### config.mk
export PLATFORM = sky130hd
export DESIGN_NAME = wb_pipe_reg
export DESIGN_NICKNAME = d
export VERILOG_FILES = /design/src/rtl/wb_pipe_reg_pkg.sv /design/src/rtl/wb_slot_canon.sv /design/src/rtl/wb_pipe_reg.sv
export SDC_FILE = /design/constraint.sdc
export NUM_CORES = 1
export LEC_CHECK = 0
export CORE_MARGIN = 2
export CORE_UTILIZATION = 40
export DETAILED_ROUTE_END_ITERATION = 6
export PLACE_DENSITY = 0.66
export SYNTH_ARGS = -nofsm -noshare
export SYNTH_HDL_FRONTEND = slang
export SYNTH_SLANG_ARGS = --single-unit
export TNS_END_PERCENT = 100
### constraint.sdc
create_clock -name clk_in -period 2.3 [get_ports clk_in]
set_input_delay 0.69 -clock clk_in [delete_from_list [all_inputs] [get_ports clk_in]]
set_output_delay 0.69 -clock clk_in [all_outputs]
set_load 0.01 [all_outputs]
### src/rtl/wb_pipe_reg_pkg.sv
// rtl/wb_pipe_reg_pkg.sv - shared types and constants for the MEM->WB pipeline register
package wb_pipe_reg_pkg;

  localparam int XLEN_DEF   = 32;
  localparam int REG_AW_DEF = 5;
  localparam int TYPE_W_DEF = 7;

  // Instruction-type codes follow the RV32 major opcodes.
  localparam logic [6:0] LUI    = 7'b0110111;
  localparam logic [6:0] AUIPC  = 7'b0010111;
  localparam logic [6:0] JAL    = 7'b1101111;
  localparam logic [6:0] JALR   = 7'b1100111;
  localparam logic [6:0] BRANCH = 7'b1100011;
  localparam logic [6:0] LOAD   = 7'b0000011;
  localparam logic [6:0] STORE  = 7'b0100011;
  localparam logic [6:0] ALOPI  = 7'b0010011;
  localparam logic [6:0] ALOP   = 7'b0110011;
  localparam logic [6:0] SYSTEM = 7'b1110011;
  localparam logic [6:0] INS_NOP = ALOPI;

  localparam logic [31:0] ZERO_WORD = 32'h0000_0000;

  typedef struct packed {
    logic                  ch_valid;
    logic [REG_AW_DEF-1:0] rd_addr;
    logic [XLEN_DEF-1:0]   rd_val;
    logic [TYPE_W_DEF-1:0] ins_type;
  } wb_slot_t;

  // Encoding is {main_valid, skid_valid}; 2'b01 is unreachable.
  typedef enum logic [1:0] {
    ST_EMPTY = 2'b00,
    ST_ONE   = 2'b10,
    ST_TWO   = 2'b11
  } wb_state_e;

endpackage

### src/rtl/wb_slot_canon.sv
// rtl/wb_slot_canon.sv - per-slot bubble canonicalisation applied on capture
module wb_slot_canon
  import wb_pipe_reg_pkg::*;
#(
  parameter int                XLEN     = 32,
  parameter int                REG_AW   = 5,
  parameter int                TYPE_W   = 7,
  parameter logic [TYPE_W-1:0] NOP_TYPE = TYPE_W'(ALOPI)
) (
  input  logic              in_beat_valid,
  input  logic              in_ch_valid,
  input  logic [REG_AW-1:0] in_rd_addr,
  input  logic [XLEN-1:0]   in_rd_val,
  input  logic [TYPE_W-1:0] in_ins_type,
  output logic              out_ch_valid,
  output logic [REG_AW-1:0] out_rd_addr,
  output logic [XLEN-1:0]   out_rd_val,
  output logic [TYPE_W-1:0] out_ins_type
);

  logic live;

  assign live = in_beat_valid & in_ch_valid;

  always_comb begin
    out_ch_valid = live;
    out_rd_addr  = '0;
    out_rd_val   = '0;
    out_ins_type = NOP_TYPE;
    if (live) begin
      out_rd_addr  = in_rd_addr;
      out_ins_type = in_ins_type;
      // x0 must never be written with a nonzero value.
      if (in_rd_addr != '0) out_rd_val = in_rd_val;
    end
  end

endmodule

### src/rtl/wb_pipe_reg.sv
// rtl/wb_pipe_reg.sv - multi-slot MEM->WB register with skid buffer, pause and flush
module wb_pipe_reg
  import wb_pipe_reg_pkg::*;
#(
  parameter int                NUM_CH   = 2,
  parameter int                XLEN     = 32,
  parameter int                REG_AW   = 5,
  parameter int                TYPE_W   = 7,
  parameter logic [TYPE_W-1:0] NOP_TYPE = TYPE_W'(ALOPI)
) (
  input  logic                     clk_in,
  input  logic                     rst_in,
  input  logic                     rdy_in,
  input  logic                     flush_in,
  input  logic                     in_valid,
  output logic                     in_ready,
  input  logic [NUM_CH-1:0]        in_ch_valid,
  input  logic [NUM_CH*REG_AW-1:0] in_rd_addr,
  input  logic [NUM_CH*XLEN-1:0]   in_rd_val,
  input  logic [NUM_CH*TYPE_W-1:0] in_ins_type,
  output logic                     out_valid,
  input  logic                     out_ready,
  output logic [NUM_CH-1:0]        out_ch_valid,
  output logic [NUM_CH*REG_AW-1:0] out_rd_addr,
  output logic [NUM_CH*XLEN-1:0]   out_rd_val,
  output logic [NUM_CH*TYPE_W-1:0] out_ins_type
);

  localparam logic [NUM_CH*TYPE_W-1:0] NOP_VEC = {NUM_CH{NOP_TYPE}};

  wb_state_e                state_q, state_d;
  logic [NUM_CH-1:0]        main_ch_q, main_ch_d, skid_ch_q, skid_ch_d;
  logic [NUM_CH*REG_AW-1:0] main_addr_q, main_addr_d, skid_addr_q, skid_addr_d;
  logic [NUM_CH*XLEN-1:0]   main_val_q, main_val_d, skid_val_q, skid_val_d;
  logic [NUM_CH*TYPE_W-1:0] main_type_q, main_type_d, skid_type_q, skid_type_d;

  logic [NUM_CH-1:0]        canon_ch;
  logic [NUM_CH*REG_AW-1:0] canon_addr;
  logic [NUM_CH*XLEN-1:0]   canon_val;
  logic [NUM_CH*TYPE_W-1:0] canon_type;

  logic main_valid, skid_valid, in_xfer, out_xfer;

  genvar g;
  generate
    for (g = 0; g < NUM_CH; g++) begin : g_canon
      wb_slot_canon #(
        .XLEN    (XLEN),
        .REG_AW  (REG_AW),
        .TYPE_W  (TYPE_W),
        .NOP_TYPE(NOP_TYPE)
      ) u_canon (
        .in_beat_valid(in_valid),
        .in_ch_valid  (in_ch_valid[g]),
        .in_rd_addr   (in_rd_addr[g*REG_AW +: REG_AW]),
        .in_rd_val    (in_rd_val[g*XLEN +: XLEN]),
        .in_ins_type  (in_ins_type[g*TYPE_W +: TYPE_W]),
        .out_ch_valid (canon_ch[g]),
        .out_rd_addr  (canon_addr[g*REG_AW +: REG_AW]),
        .out_rd_val   (canon_val[g*XLEN +: XLEN]),
        .out_ins_type (canon_type[g*TYPE_W +: TYPE_W])
      );
    end
  endgenerate

  assign main_valid = state_q[1];
  assign skid_valid = state_q[0];
  assign in_ready   = rdy_in & ~skid_valid & rst_in;
  assign out_valid  = main_valid & rdy_in;
  assign in_xfer    = in_valid & in_ready;
  assign out_xfer   = out_valid & out_ready;

  always_comb begin
    state_d     = state_q;
    main_ch_d   = main_ch_q;
    main_addr_d = main_addr_q;
    main_val_d  = main_val_q;
    main_type_d = main_type_q;
    skid_ch_d   = skid_ch_q;
    skid_addr_d = skid_addr_q;
    skid_val_d  = skid_val_q;
    skid_type_d = skid_type_q;

    if (flush_in) begin
      state_d     = ST_EMPTY;
      main_ch_d   = '0;
      main_addr_d = '0;
      main_val_d  = '0;
      main_type_d = NOP_VEC;
      skid_ch_d   = '0;
      skid_addr_d = '0;
      skid_val_d  = '0;
      skid_type_d = NOP_VEC;
    end else if (rdy_in) begin
      case (state_q)
        ST_EMPTY: begin
          if (in_xfer) begin
            state_d     = ST_ONE;
            main_ch_d   = canon_ch;
            main_addr_d = canon_addr;
            main_val_d  = canon_val;
            main_type_d = canon_type;
          end
        end
        ST_ONE: begin
          if (in_xfer && !out_xfer) begin
            state_d     = ST_TWO;
            skid_ch_d   = canon_ch;
            skid_addr_d = canon_addr;
            skid_val_d  = canon_val;
            skid_type_d = canon_type;
          end else if (in_xfer) begin
            main_ch_d   = canon_ch;
            main_addr_d = canon_addr;
            main_val_d  = canon_val;
            main_type_d = canon_type;
          end else if (out_xfer) begin
            // Drained main returns to bubble contents so idle outputs stay canonical.
            state_d     = ST_EMPTY;
            main_ch_d   = '0;
            main_addr_d = '0;
            main_val_d  = '0;
            main_type_d = NOP_VEC;
          end
        end
        ST_TWO: begin
          if (out_xfer) begin
            state_d     = ST_ONE;
            main_ch_d   = skid_ch_q;
            main_addr_d = skid_addr_q;
            main_val_d  = skid_val_q;
            main_type_d = skid_type_q;
            skid_ch_d   = '0;
            skid_addr_d = '0;
            skid_val_d  = '0;
            skid_type_d = NOP_VEC;
          end
        end
        default: begin
          state_d     = ST_EMPTY;
          main_ch_d   = '0;
          main_addr_d = '0;
          main_val_d  = '0;
          main_type_d = NOP_VEC;
          skid_ch_d   = '0;
          skid_addr_d = '0;
          skid_val_d  = '0;
          skid_type_d = NOP_VEC;
        end
      endcase
    end
  end

  always_ff @(posedge clk_in or negedge rst_in) begin
    if (!rst_in) begin
      state_q     <= ST_EMPTY;
      main_ch_q   <= '0;
      main_addr_q <= '0;
      main_val_q  <= '0;
      main_type_q <= NOP_VEC;
      skid_ch_q   <= '0;
      skid_addr_q <= '0;
      skid_val_q  <= '0;
      skid_type_q <= NOP_VEC;
    end else begin
      state_q     <= state_d;
      main_ch_q   <= main_ch_d;
      main_addr_q <= main_addr_d;
      main_val_q  <= main_val_d;
      main_type_q <= main_type_d;
      skid_ch_q   <= skid_ch_d;
      skid_addr_q <= skid_addr_d;
      skid_val_q  <= skid_val_d;
      skid_type_q <= skid_type_d;
    end
  end

  assign out_ch_valid = main_ch_q;
  assign out_rd_addr  = main_addr_q;
  assign out_rd_val   = main_val_q;
  assign out_ins_type = main_type_q;

  a_no_skid_without_main: assert property (
    @(posedge clk_in) disable iff (!rst_in) {main_valid, skid_valid} != 2'b01
  );

endmodule

==> results.sh, run 1 <==
# flow metrics
export IMPL_status="completed"
export IMPL_dp_slack_ns=-0.353
export IMPL_area_delta_synth_final_pct=37.1
export IMPL_cp_slowest_stage_delay_ns=0.55
export IMPL_layout_top_cells="clkdlybuf4s50_1, dfrtp_1, inv_1, nand2_1"
export IMPL_logic_area_um2=3080
export IMPL_clk_latency_ns=0.42
export IMPL_cap_violations=0
export IMPL_ir_drop_uv=599
export IMPL_dp_cells=1165
export IMPL_num_nets_final=1014
export IMPL_pin_count=188
export IMPL_wl_per_cell_um=19.2
export IMPL_yosys_register_bits=182
export IMPL_p_clk_share_pct=42.0
export IMPL_rsz0062_at_grt="no"
export IMPL_crit_path_top_delay_cell="dfstp_2"
export IMPL_syn_num_nets=832
export IMPL_path_buffers=1
export IMPL_fp_util_pct=40.7
export IMPL_cts_setup_buffers=0
export IMPL_vias=6757
export IMPL_p_leak_nw=4.77
export IMPL_cp_end_kind="output port"
export IMPL_worstPathCellList="clkdlybuf4s50_1"
export IMPL_drcViolationCount=0
export IMPL_internal_power_mw=5.31
export IMPL_final_period_utilization_pct=95.2
export IMPL_globalRouteTotalUtil_pct=21.5
export IMPL_fin_cells=1197
export IMPL_power_frac_comb_pct=11.8
export IMPL_cp_arrival_ns=1.50
export IMPL_drive_above_1_share_pct=11.9
export IMPL_timing_fmax_mhz=457
export IMPL_layout_cells_most_common="clkdlybuf4s50_1"
export IMPL_core_um2=20200
export IMPL_yosysChipArea_um2=8220
export IMPL_die_w_um=147
export IMPL_antenna_found_initial=1
export IMPL_syn_inst=732
export IMPL_synth_edff_count=0
export IMPL_synth_cell_types=39
export IMPL_asyncSetResetFlopFracSynth_pct=100
export IMPL_critPathMaxFanout=2
export IMPL_netSwitchingFraction_pct=25.1
export IMPL_chip_area_um2=21700
export IMPL_critPathLaunchType="flip-flop"
export IMPL_synth_top_cell_by_area="dfrtp_1"
export IMPL_slew_headroom_pct=37.0
export IMPL_yosys_cells=732
export IMPL_grt_first_pass_wirelength_um=37100
export IMPL_h_tree_depth=4
export IMPL_cp_top_family="flip-flops"
export IMPL_skew_ns=0.00789
export IMPL_grt_max_degree=104
export IMPL_root_buffer="clkbuf_16"
export IMPL_hold_violations=0
export IMPL_clkTransAtPathRegs_ns=0.07
export IMPL_syn_area_um2=8220
export IMPL_flop_area_um2=4570
export IMPL_powerDensity_nw_per_um2=630
export IMPL_topCellsByArea="dfrtp_1, a32o_1, o221ai_1, nand3b_1, dfstp_2"
export IMPL_hold_path_class="primary input to async pin"
export IMPL_flop_cell="dfrtp_1"
export IMPL_numCtsBuffers=17
export IMPL_power_frac_seq_pct=46.2
export IMPL_setup_slack_ns=0.111
export IMPL_postSynthAreaPerCell_um2=11.2
export IMPL_criticalPathCategory="flip-flop to output port"
export IMPL_dpl_hpwl_um=14400
export IMPL_drtPass1Iterations=5
export IMPL_maxSlewViolCount=0
export IMPL_clock_sinks=182
export IMPL_routed_wl_um=23000
export IMPL_grt_pass1_vias=6837
export IMPL_port_buffers=187
export IMPL_switchingPower_mw=1.78
export IMPL_postSynthSeqShare_pct=55.6
export IMPL_finalCriticalPeriod_ns=2.19
export IMPL_vias_per_cell=5.64
export IMPL_required_ns=1.61
export IMPL_drtIter0Drc=397
export IMPL_clk_path_buf_depth=2
export IMPL_die_y_um=147
export IMPL_gp_congestion=0.818
export IMPL_warnings=32
export IMPL_rows=52
export IMPL_cp_depth=1
export IMPL_nFillCells=1779
export IMPL_tightest_slew_ns=0.945
export IMPL_grt_ovfl_total=0
export IMPL_r2r_cells=7
export IMPL_ys_warn_count=0
export IMPL_top_area_share_pct=51.8
export IMPL_drtAntennaViolNets=0
export IMPL_cts_tree="done"
export IMPL_setup_violations=0
## run 1: logic make-up after synthesis
group,Yosys count,share of synthesized area [%]
compound gates,221,24.4
flops,182,55.6
simple gates,175,12.0
buf+inv,149,7.32
fa+ha+maj,4,0.609
mux,1,0.122
## run 1: metal layers
layer	GRT usage (%)	part of all wire, %	wire length (um)	vias up
met5	0	0	0	-
met4	6.30	1.5	345	0
met1	29.7	45	10400	3392
li1	-	-	-	3101
met2	34.0	47	10800	242
met3	5.06	6.7	1550	22
## run 1: Yosys cell counts, types with 2 or more instances
cell type  number
a21o_1          2
a21oi_1         6
a22o_1         18
a22oi_1        25
a32o_1         64
a41oi_1         6
and2_1          3
and4_1          2
buf_1           5
buf_2          16
buf_4           6
clkbuf_1       40
dfrtp_1       170
dfstp_2        12
ha_1            4
inv_1          82
nand2_1        78
nand2b_1        2
nand3_2         2
nand3b_1       64
nor2_1          9
nor3_1          9
o21ai_0         9
o221ai_1       55
o221ai_2       10
o2bb2ai_1      20
## run 1: metrics by stage
step | setup TNS [ns] | hold slack [ns] | area, um2 | power (mW)
3_3_place_gp | -43.55 | 0.462 | 10700 | 4.18
3_5_place_dp | -47.47 | 0.471 | 10700 | 4.18
6_report | 0 | 0.209 | 11300 | 7.09
5_1_grt | 0 | 0.200 | 11300 | 7.35
2_1_floorplan | 0 | 0.394 | 8220 | 3.64
4_1_cts | 0 | 0.190 | 11300 | 7.17
## run 1: final timing paths
path	startpoint	endpoint	slack, ns
worst max-delay path	out_ins_type[7]	out_ins_type[7]	0.11
worst min-delay path	rst_in	out_rd_val[7]	0.21
worst max register to register	state_q[0]	out_rd_val[63]	0.27
worst min register to register	skid_type_q[7]	skid_type_q[7]	0.48
max in group asynchronous	rst_in	out_rd_val[54]	0.97
min in group clk_in	skid_type_q[7]	skid_type_q[7]	0.48
## run 1: layout make-up
| type | instances | area share, % |
|---|---|---|
| clock inverters | 12 | 1.27 |
| diodes | 1 | 0.0222 |
| multi-input cells | 401 | 27.4 |
| repair buffers | 230 | 21.0 |
| flip-flops and latches | 182 | 40.6 |
| clock buffers | 19 | 4.02 |
| inverters | 82 | 2.73 |
| well taps | 270 | 3.00 |
## run 1: flip-flops by register name, indices dropped and copies added (netlist names)
signal / count
out_rd_val: 64
state_q: 2
out_ins_type: 14
out_ch_valid: 2
skid_type_q: 14
skid_addr_q: 10
skid_val_q: 64
out_rd_addr: 10
skid_ch_q: 2
## run 1: what timing repair did
item / 4_1_cts / 5_1_grt
gates resized: 6 / 0
endpoints found under the setup margin: 2 / 0
hold buffers: 0 / 0
## run 1: power by group through the flow
| stage | logic, mW | clock network (mW) | registers [mW] |
|---|---|---|---|
| finish | 0.834 | 2.98 | 3.28 |
| global route | 0.904 | 3.17 | 3.28 |
| floorplan | 0.287 | 0 | 3.35 |
| detailed placement | 0.841 | 0 | 3.34 |
| global placement | 0.839 | 0 | 3.34 |
| CTS | 0.845 | 3.05 | 3.28 |
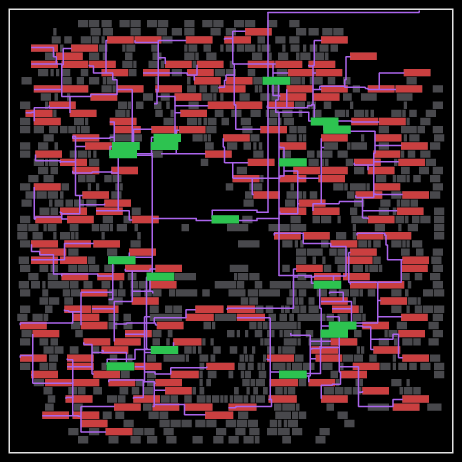
Run 1: clock network drawn from the DEF
Scale: 3 px per um.
red -> flip-flops  # count 182
green -> cells driving clock nets  # count 17
purple -> clock wires  # length 2340 um
flops lie = spread over the die
routed clock nets = 18

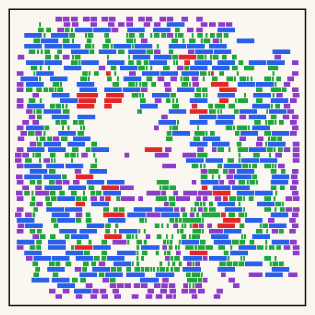
Run 1: placed cells, one color a class
Scale: 2 px per um.
green -> all other logic  # cells 483, share of their area 31%
blue -> flops  # cells 182, share of their area 42%
red -> clock drivers and dummy loads  # cells 31, share of their area 5.5%
purple -> other buffers and delay cells  # cells 230, share of their area 22%
flop share of the area: 40.6%
fin util: 55.8%
cell area after layout: 11300 um2

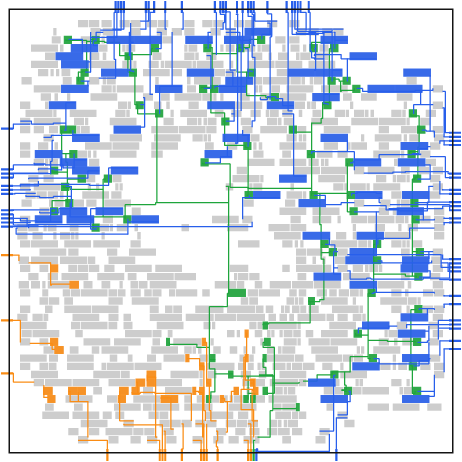
Run 1: port wiring
Scale: 3 px per um.
green -> flush_in  # direction input, edge bottom, end cells 77, buffers 4, wire 1030 um
blue -> out_rd_val  # direction output, edge 25 right, 25 top, 12 left, 2 bottom, end cells 64, buffers 64, wire 2240 um
orange -> in_ins_type  # direction input, edge 11 bottom, 3 left, end cells 28, buffers 14, wire 453 um

==> run 1 -> run 2 <==
--- a/config.mk
+++ b/config.mk
@@ -7,6 +7,7 @@
 export LEC_CHECK = 0
 export CORE_MARGIN = 2
 export CORE_UTILIZATION = 40
+export CTS_CLUSTER_SIZE = 24
 export DETAILED_ROUTE_END_ITERATION = 6
 export PLACE_DENSITY = 0.66
 export SYNTH_ARGS = -nofsm -noshare
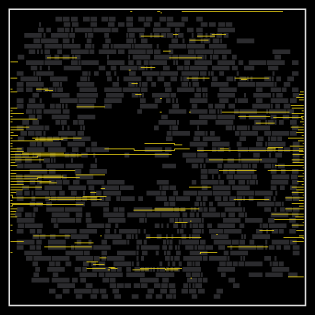
Run 2: the metal 3 layer
Scale: 2 px per um. Cells faint in the background.
nets with wire on the layer = 140
main direction = horizontal
longest straight run = 80.3 um
wire length on this layer = 1550 um
share of all routed wire = 6.7%

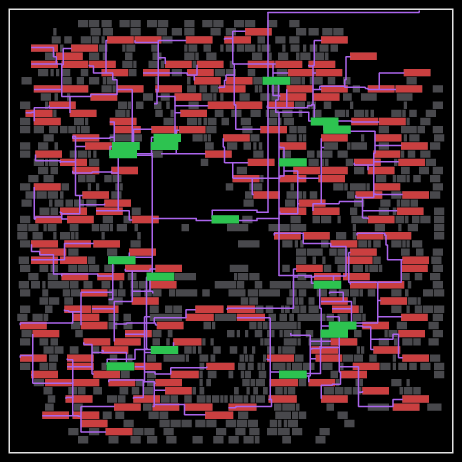
Run 2: clock network drawn from the DEF
Scale: 3 px per um.
red -> flip-flops  # count 182
green -> cells driving clock nets  # count 17
purple -> clock wires  # length 2340 um
routed clock nets = 18

==> run 2 against run 1 <==
  * Register-to-register slack hardly changed
  * Clock skew unchanged
  * Combinational power about the same
  * Sequential power is essentially flat
  * Maximum frequency is the same
  * Count of clock-buffer cells in the layout unchanged
  * Sequential share of layout area is the same
  * First-iteration DRC count did not move
  * Cell count is the same
  * Critical path type unchanged
  * Critical endpoint unchanged
==> results.sh, run 2 <==
# flow metrics
export IMPL_status="completed"
export IMPL_crit_path_top_delay_cell="dfstp_2"
export IMPL_antenna_found_initial=1
export IMPL_hold_violations=0
export IMPL_synth_edff_count=0
export IMPL_vias=6757
export IMPL_grt_pass1_vias=6837
export IMPL_critPathLaunchType="flip-flop"
export IMPL_maxSlewViolCount=0
export IMPL_drcViolationCount=0
export IMPL_root_buffer="clkbuf_16"
export IMPL_cp_arrival_ns=1.50
export IMPL_finalCriticalPeriod_ns=2.19
export IMPL_dp_slack_ns=-0.353
export IMPL_routed_wl_um=23000
export IMPL_clk_latency_ns=0.42
export IMPL_layout_top_cells="clkdlybuf4s50_1, dfrtp_1, inv_1, nand2_1"
export IMPL_chip_area_um2=21700
export IMPL_port_buffers=187
export IMPL_setup_violations=0
export IMPL_path_buffers=1
export IMPL_powerDensity_nw_per_um2=630
export IMPL_syn_inst=732
export IMPL_synth_cell_types=39
export IMPL_flop_cell="dfrtp_1"
export IMPL_drtPass1Iterations=5
export IMPL_asyncSetResetFlopFracSynth_pct=100
export IMPL_clk_path_buf_depth=2
export IMPL_drtIter0Drc=397
export IMPL_cp_top_family="flip-flops"
export IMPL_required_ns=1.61
export IMPL_ir_drop_uv=599
export IMPL_postSynthSeqShare_pct=55.6
export IMPL_worstPathCellList="clkdlybuf4s50_1"
export IMPL_grt_max_degree=104
export IMPL_setup_tns_final_ns=0
export IMPL_area_delta_synth_final_pct=37.1
export IMPL_postSynthAreaPerCell_um2=11.2
export IMPL_critPathMaxFanout=2
export IMPL_h_tree_depth=4
export IMPL_yosysChipArea_um2=8220
export IMPL_clkTransAtPathRegs_ns=0.07
export IMPL_gp_congestion=0.818
export IMPL_design_area_um2=11300
export IMPL_wl_per_cell_um=19.2
export IMPL_dpl_hpwl_um=14400
export IMPL_clock_sinks=182
export IMPL_ys_warn_count=0
export IMPL_pin_count=188
export IMPL_fp_util_pct=40.7
export IMPL_yosys_register_bits=182
export IMPL_drive_above_1_share_pct=11.9
export IMPL_final_period_utilization_pct=95.2
export IMPL_grt_ovfl_total=0
export IMPL_cts_setup_buffers=0
export IMPL_die_w_um=147
export IMPL_cap_violations=0
export IMPL_setup_slack_ns=0.111
export IMPL_p_leak_nw=4.77
export IMPL_topCellsByArea="dfrtp_1, a32o_1, o221ai_1, nand3b_1, dfstp_2"
export IMPL_skew_ns=0.00789
export IMPL_yosys_cells=732
export IMPL_tightest_slew_ns=0.945
export IMPL_die_y_um=147
export IMPL_dpl_instance_area_um2=10700
export IMPL_syn_num_nets=832
export IMPL_top_area_share_pct=51.8
export IMPL_criticalPathCategory="flip-flop to output port"
export IMPL_core_um2=20200
export IMPL_cp_end_kind="output port"
export IMPL_top_cell="dfrtp_1"
export IMPL_slew_headroom_pct=37.0
export IMPL_common_cells="dfrtp_1, inv_1, nand2_1"
export IMPL_hold_path_class="primary input to async pin"
export IMPL_final_util_pct=55.8
export IMPL_numCtsBuffers=17
## run 2: worst paths after layout
check	startpoint	to	slack, ns	depth (start not counted)
max	out_ins_type[7]	out_ins_type[7]	0.11	1
min	rst_in	out_rd_val[7]	0.21	2
max reg2reg	state_q[0]	out_rd_val[63]	0.27	7
min reg2reg	skid_type_q[7]	skid_type_q[7]	0.48	2
max in group asynchronous	rst_in	out_rd_val[54]	0.97	3
min in group clk_in	skid_type_q[7]	skid_type_q[7]	0.48	2
## run 2: logic make-up after synthesis
group	share of synthesized area, %
buffers and inverters	7.32
AOI/OAI and AO/OA	24.4
muxes	0.122
DFF	55.6
and+or+nand+nor	12.0
adders and majority gates	0.609
## run 2: routing by layer
layer  vias to the layer above  wire length (um)  GRT usage, %  share of wire [%]
li1                       3101                 -             -                  -
met1                      3392             10400          29.7                 45
met3                        22              1550          5.06                6.7
met5                         -                 0             0                  0
met4                         0               345          6.30                1.5
met2                       242             10800          34.0                 47
## run 2: where the power goes
part / internal [mW] / total [mW] / switching [mW]
clock network: 1.67 / 2.98 / 1.31
registers: 3.25 / 3.28 / 0.0275
logic: 0.385 / 0.834 / 0.449
## run 2: stage by stage
stage | cells | power (mW) | hold slack (ns)
2_1_floorplan | 732 | 3.64 | 0.394
3_3_place_gp | 1165 | 4.18 | 0.462
3_5_place_dp | 1165 | 4.18 | 0.471
4_1_cts | 1196 | 7.17 | 0.190
5_1_grt | 1196 | 7.35 | 0.200
6_report | 1197 | 7.09 | 0.209
## run 2: layout make-up
class | instances | area (um2)
fill | 1779 | 8910
sequential | 182 | 4570
multi-input combinational | 401 | 3080
timing repair buffer | 230 | 2370
clock buffer | 19 | 453
tap | 270 | 338
inverter | 82 | 308
clock inverter | 12 | 143
antenna | 1 | 2.50
## run 2: timing repair
item,CTS,global route
gates resized,6,0
hold buffers,0,0
setup endpoints to repair,2,0
Power is estimated from default activity; no workload was simulated.
